## src/rtl/frame_pipe_pkg.sv

```systemverilog
// Shared types and constants for the frame pipeline.
// Holds the write FSM state enum, AXI encodings and frame limits.
package frame_pipe_pkg;

    typedef enum logic [2:0] {
        IDLE,
        ADDR,
        DATA,
        RESP,
        DONE
    } wr_state_t;

    localparam logic [1:0] BURST_INCR = 2'd1;
    localparam logic [2:0] SIZE_4B    = 3'd2;
    localparam logic [1:0] RESP_OKAY  = 2'b00;

    localparam int MAX_WIDTH  = 1280;
    localparam int MAX_HEIGHT = 720;

    // Index of the last block along one frame dimension.
    function automatic logic [15:0] last_blk(
        input logic [15:0] dim,
        input int          blk_log2
    );
        return (dim >> blk_log2) - 16'd1;
    endfunction

endpackage

```

## src/rtl/burst_sync_fifo.sv

```systemverilog
// Single-clock FIFO buffering pixels ahead of the AXI write bursts.
// Ports: clk, rst_n, push_i/din_i, pop_i/dout_o (show-ahead),
// count_o (occupancy), full_o, empty_o. DEPTH must be a power of 2.
module burst_sync_fifo #(
    parameter  int DEPTH = 16,
    parameter  int WIDTH = 32,
    localparam int PW    = $clog2(DEPTH),
    localparam int CW    = $clog2(DEPTH + 1)
) (
    input  logic             clk,
    input  logic             rst_n,
    input  logic             push_i,
    input  logic [WIDTH-1:0] din_i,
    input  logic             pop_i,
    output logic [WIDTH-1:0] dout_o,
    output logic [CW-1:0]    count_o,
    output logic             full_o,
    output logic             empty_o
);

    logic [WIDTH-1:0] mem_q [DEPTH];
    logic [PW-1:0]    wr_ptr_q, wr_ptr_d;
    logic [PW-1:0]    rd_ptr_q, rd_ptr_d;
    logic [CW-1:0]    count_q, count_d;
    logic             do_push, do_pop;

    assign full_o  = (count_q == CW'(DEPTH));
    assign empty_o = (count_q == '0);
    assign count_o = count_q;
    assign dout_o  = mem_q[rd_ptr_q];

    assign do_push = push_i && !full_o;
    assign do_pop  = pop_i && !empty_o;

    always_comb begin
        wr_ptr_d = wr_ptr_q;
        rd_ptr_d = rd_ptr_q;
        count_d  = count_q;
        if (do_push) begin
            wr_ptr_d = wr_ptr_q + PW'(1);
        end
        if (do_pop) begin
            rd_ptr_d = rd_ptr_q + PW'(1);
        end
        // Simultaneous push and pop leave the occupancy unchanged.
        unique case ({do_push, do_pop})
            2'b10:   count_d = count_q + CW'(1);
            2'b01:   count_d = count_q - CW'(1);
            default: count_d = count_q;
        endcase
    end

    always_ff @(posedge clk or negedge rst_n) begin
        if (!rst_n) begin
            wr_ptr_q <= '0;
            rd_ptr_q <= '0;
            count_q  <= '0;
        end else begin
            wr_ptr_q <= wr_ptr_d;
            rd_ptr_q <= rd_ptr_d;
            count_q  <= count_d;
        end
    end

    // Storage needs no reset: only occupied entries are ever read out.
    always_ff @(posedge clk) begin
        if (do_push) begin
            mem_q[wr_ptr_q] <= din_i;
        end
    end

endmodule

```

## src/rtl/memory_writer_block_burst.sv

```systemverilog
// AXI write master: takes pixels in 8x8-block order and writes each
// block row back to frame memory as one INCR burst of BLOCK_SIZE beats.
// Ports: clk/rst_n; frame_height/frame_width/base_addr_in/frame_start
// (latched on start); pixel_in/pixel_valid/pixel_ready stream in;
// AXI AW (awaddr/awlen/awsize/awburst/awvalid/awready), W (wdata/
// wvalid/wready/wlast), B (bvalid/bready/bresp); busy, frame_done.
// Option MEM_WRITER_BRESP_CHECK_EN adds sticky wr_error on non-OKAY bresp.
module memory_writer_block_burst
    import frame_pipe_pkg::*;
#(
    parameter int ADDR_WIDTH = 32,
    parameter int DATA_WIDTH = 32,
    parameter int BLOCK_SIZE = 8
) (
    input  logic                  clk,
    input  logic                  rst_n,
    input  logic [15:0]           frame_height,
    input  logic [15:0]           frame_width,
    input  logic [ADDR_WIDTH-1:0] base_addr_in,
    input  logic                  frame_start,
    input  logic [DATA_WIDTH-1:0] pixel_in,
    input  logic                  pixel_valid,
    output logic                  pixel_ready,
    output logic [ADDR_WIDTH-1:0] awaddr,
    output logic [7:0]            awlen,
    output logic [2:0]            awsize,
    output logic [1:0]            awburst,
    output logic                  awvalid,
    input  logic                  awready,
    output logic [DATA_WIDTH-1:0] wdata,
    output logic                  wvalid,
    input  logic                  wready,
    output logic                  wlast,
    input  logic                  bvalid,
    output logic                  bready,
    input  logic [1:0]            bresp,
    output logic                  busy,
    output logic                  frame_done
`ifdef MEM_WRITER_BRESP_CHECK_EN
    ,
    output logic                  wr_error
`endif
);

    localparam int AW      = ADDR_WIDTH;
    localparam int DEPTH   = 2 * BLOCK_SIZE;
    localparam int CW      = $clog2(DEPTH + 1);
    localparam int BS_LOG2 = $clog2(BLOCK_SIZE);

    localparam logic [3:0] PX_MAX    = 4'(BLOCK_SIZE - 1);
    localparam logic [3:0] BEAT_LAST = 4'(BLOCK_SIZE - 1);

    wr_state_t       state_q, state_d;
    logic            busy_q, busy_d;
    logic [15:0]     width_q, width_d;
    logic [15:0]     col_max_q, col_max_d;
    logic [15:0]     row_max_q, row_max_d;
    logic [15:0]     col_blk_q, col_blk_d;
    logic [15:0]     row_blk_q, row_blk_d;
    logic [3:0]      px_y_q, px_y_d;
    logic [3:0]      beat_q, beat_d;
    logic [AW-1:0]   base_q, base_d;
    logic [AW-1:0]   addr_q, addr_d;

    logic                  fifo_push;
    logic                  fifo_pop;
    logic [DATA_WIDTH-1:0] fifo_dout;
    logic [CW-1:0]         fifo_count;
    logic                  fifo_full;
    logic                  fifo_empty;

    logic start_ok;
    logic last_burst;
    logic b_fire;

    assign awlen   = 8'(BLOCK_SIZE - 1);
    assign awsize  = SIZE_4B;
    assign awburst = BURST_INCR;

    assign busy        = busy_q;
    assign pixel_ready = busy_q && !fifo_full;
    assign fifo_push   = pixel_valid && pixel_ready;
    assign fifo_pop    = wvalid && wready;

    assign awaddr = addr_q;
    assign wdata  = wvalid ? fifo_dout : '0;
    assign wlast  = wvalid && (beat_q == BEAT_LAST);

    assign start_ok   = frame_start && (state_q == IDLE);
    assign b_fire     = bvalid && bready;
    assign last_burst = (px_y_q == PX_MAX)
                     && (col_blk_q == col_max_q)
                     && (row_blk_q == row_max_q);

    burst_sync_fifo #(
        .DEPTH (DEPTH),
        .WIDTH (DATA_WIDTH)
    ) u_fifo (
        .clk     (clk),
        .rst_n   (rst_n),
        .push_i  (fifo_push),
        .din_i   (pixel_in),
        .pop_i   (fifo_pop),
        .dout_o  (fifo_dout),
        .count_o (fifo_count),
        .full_o  (fifo_full),
        .empty_o (fifo_empty)
    );

    always_comb begin
        state_d   = state_q;
        busy_d    = busy_q;
        width_d   = width_q;
        col_max_d = col_max_q;
        row_max_d = row_max_q;
        col_blk_d = col_blk_q;
        row_blk_d = row_blk_q;
        px_y_d    = px_y_q;
        beat_d    = beat_q;
        base_d    = base_q;
        awvalid    = 1'b0;
        wvalid     = 1'b0;
        bready     = 1'b0;
        frame_done = 1'b0;
        unique case (state_q)
            IDLE: begin
                if (frame_start) begin
                    state_d   = ADDR;
                    busy_d    = 1'b1;
                    width_d   = frame_width;
                    col_max_d = last_blk(frame_width, BS_LOG2);
                    row_max_d = last_blk(frame_height, BS_LOG2);
                    base_d    = base_addr_in;
                    col_blk_d = '0;
                    row_blk_d = '0;
                    px_y_d    = '0;
                    beat_d    = '0;
                end
            end
            ADDR: begin
                // A full burst is buffered before AW goes out, so the
                // W channel can never run dry mid-burst.
                awvalid = (fifo_count >= CW'(BLOCK_SIZE));
                if (awvalid && awready) begin
                    state_d = DATA;
                    beat_d  = '0;
                end
            end
            DATA: begin
                wvalid = !fifo_empty;
                if (wvalid && wready) begin
                    beat_d = beat_q + 4'd1;
                    if (beat_q == BEAT_LAST) begin
                        state_d = RESP;
                    end
                end
            end
            RESP: begin
                bready = 1'b1;
                if (bvalid) begin
                    if (last_burst) begin
                        state_d = DONE;
                    end else begin
                        state_d = ADDR;
                        if (px_y_q != PX_MAX) begin
                            px_y_d = px_y_q + 4'd1;
                        end else begin
                            px_y_d = '0;
                            if (col_blk_q != col_max_q) begin
                                col_blk_d = col_blk_q + 16'd1;
                            end else begin
                                col_blk_d = '0;
                                row_blk_d = row_blk_q + 16'd1;
                            end
                        end
                    end
                end
            end
            DONE: begin
                frame_done = 1'b1;
                busy_d     = 1'b0;
                state_d    = IDLE;
            end
            default: begin
                state_d = IDLE;
            end
        endcase
    end

    // Next burst address from next-state counters: registered so the
    // multiply never sits between the counters and awaddr.
    assign addr_d = base_d
                  + (AW'(row_blk_d) * AW'(BLOCK_SIZE) + AW'(px_y_d))
                    * AW'(width_d)
                  + AW'(col_blk_d) * AW'(BLOCK_SIZE);

    always_ff @(posedge clk or negedge rst_n) begin
        if (!rst_n) begin
            state_q   <= IDLE;
            busy_q    <= 1'b0;
            width_q   <= '0;
            col_max_q <= '0;
            row_max_q <= '0;
            col_blk_q <= '0;
            row_blk_q <= '0;
            px_y_q    <= '0;
            beat_q    <= '0;
            base_q    <= '0;
            addr_q    <= '0;
        end else begin
            state_q   <= state_d;
            busy_q    <= busy_d;
            width_q   <= width_d;
            col_max_q <= col_max_d;
            row_max_q <= row_max_d;
            col_blk_q <= col_blk_d;
            row_blk_q <= row_blk_d;
            px_y_q    <= px_y_d;
            beat_q    <= beat_d;
            base_q    <= base_d;
            addr_q    <= addr_d;
        end
    end

`ifdef MEM_WRITER_BRESP_CHECK_EN
    logic err_q;

    always_ff @(posedge clk or negedge rst_n) begin
        if (!rst_n) begin
            err_q <= 1'b0;
        end else if (start_ok) begin
            err_q <= 1'b0;
        end else if (b_fire && (bresp != RESP_OKAY)) begin
            err_q <= 1'b1;
        end
    end

    assign wr_error = err_q;
`else
    logic unused_resp;
    assign unused_resp = ^{bresp, b_fire, start_ok};
`endif

endmodule

```

## config.mk

```make
export PLATFORM = sky130hd
export DESIGN_NAME = memory_writer_block_burst
export DESIGN_NICKNAME = d
export VERILOG_FILES = /design/src/rtl/frame_pipe_pkg.sv /design/src/rtl/burst_sync_fifo.sv /design/src/rtl/memory_writer_block_burst.sv
export SDC_FILE = /design/constraint.sdc
export NUM_CORES = 2
export LEC_CHECK = 0
export CAP_MARGIN = 0
export CORE_MARGIN = 4
export CORE_UTILIZATION = 41
export DETAILED_ROUTE_END_ITERATION = 10
export PLACE_DENSITY = 0.54
export SLEW_MARGIN = 20
export SYNTH_ARGS = -nofsm -noshare
export SYNTH_HDL_FRONTEND = slang
export SYNTH_HIERARCHICAL = 1
export SYNTH_SLANG_ARGS = --single-unit
```

## constraint.sdc

```tcl
create_clock -name clk -period 24.7 [get_ports clk]
set_input_delay 4.94 -clock clk [delete_from_list [all_inputs] [get_ports clk]]
set_output_delay 4.94 -clock clk [all_outputs]
set_load 0.005 [all_outputs]
```

Cell area per tile:
The bar under the picture is 100 µm long. The die is cut into 32 by 32 equal tiles; dark blue is low, red is high, 0 to 100% covered.
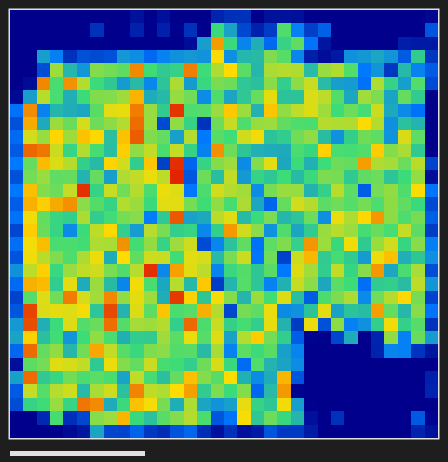
- mean over tiles: 43%
- tiles over 75% full: 8.2%
- emptiest ninth of the die: south-east
- nearly empty tiles: 14%
- densest ninth of the die: west
- fullest tile: 96%
Init Core Util: 41.6%
fin util: 47.5%
core area: 93700 µm²

==> results.py <==
# Synthesis and PnR figures
metrics = {
    "setup_path": {
        "crit_type": "in2reg",
        "regToRegSetupSlack_ns": 13.94,
        "crit_path_max_incr_delay_ns": 0.72,
    },
    "floorplanning": {
        "chip_area_um2": 100000,
        "die_w_um": 316,
        "nWellTaps": 1254,
    },
    "detailed_routing": {
        "vias": 24500,
        "highest_layer": "met5",
    },
    "cells_and_area": {
        "comb_area_um2": 17300,
        "drive_gt1_share_pct": 9.12,
        "bufAreaShareNonClock_pct": 4.89,
        "clock_area_share_pct": 5.42,
        "clkbuf_count": 95,
    },
    "sta": {
        "whs_ns": 0.483,
    },
    "synth": {
        "ys_seq_share_pct": 50.0,
        "synthTopCellsByArea": "edfxtp_1 39%, fa_1 15%, dfrtp_1 11%",
        "avgSynthCellArea_um2": 12.6,
    },
    "place": {
        "place_ws_ns": 9.40,
        "place_congestion": 0.875,
        "dpl_cell_area_um2": 42100,
    },
    "run_status": {
        "status": "finished, final reports clean",
    },
    "pwr": {
        "swShare_pct": 38.2,
    },
    "global_route": {
        "grt_pass1_vias": 26400,
        "antenna_found_initial": 7,
    },
    "flow_run": {
        "max-cap-violations": 0,
    },
}
Drive-strength map:
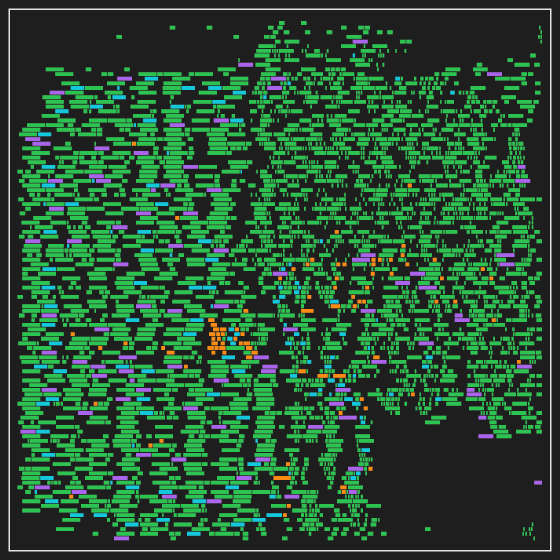
- green: x1 and smaller (cells 3040; most used edfxtp_1)
- orange: x3 and x4 (cells 87; most used buf_4)
- cyan: x2 (cells 126; most used mux4_2)
- purple: x6 and larger (cells 92; most used clkbuf_16)
Syn-to-layout area delta: 14.3%
Non-Clock Buffer Count: 233

cells by family (layout without fill, tap and decap cells):
kind of cell             Yosys count  count (layout)  share of synthesized area, %
AND-OR/OR-AND                    328             328                          5.68
XOR/XNOR                         110             110                          2.51
adder cells (fa/ha/maj)          398             398                          18.4
buffers and inverters            569             801                          6.15
flip-flops                       677             677                          50.0
multiplexers                     216             216                          7.63
other                              2              16                        0.0193
AND/OR/NAND/NOR                  802             802                          9.55
sequential cells by signal (all words and copies together) (netlist names):
name / cells
awaddr: 32
base_q: 32
beat_q: 4
busy: 1
col_blk_q: 16
col_max_q: 14
px_y_q: 4
row_blk_q: 16
row_max_q: 14
state_q: 3
u_fifo/count_o: 5
u_fifo/mem_q: 512
u_fifo/rd_ptr_q: 4
u_fifo/wr_ptr_q: 4
width_q: 16
Power is estimated from default activity; no workload was simulated.
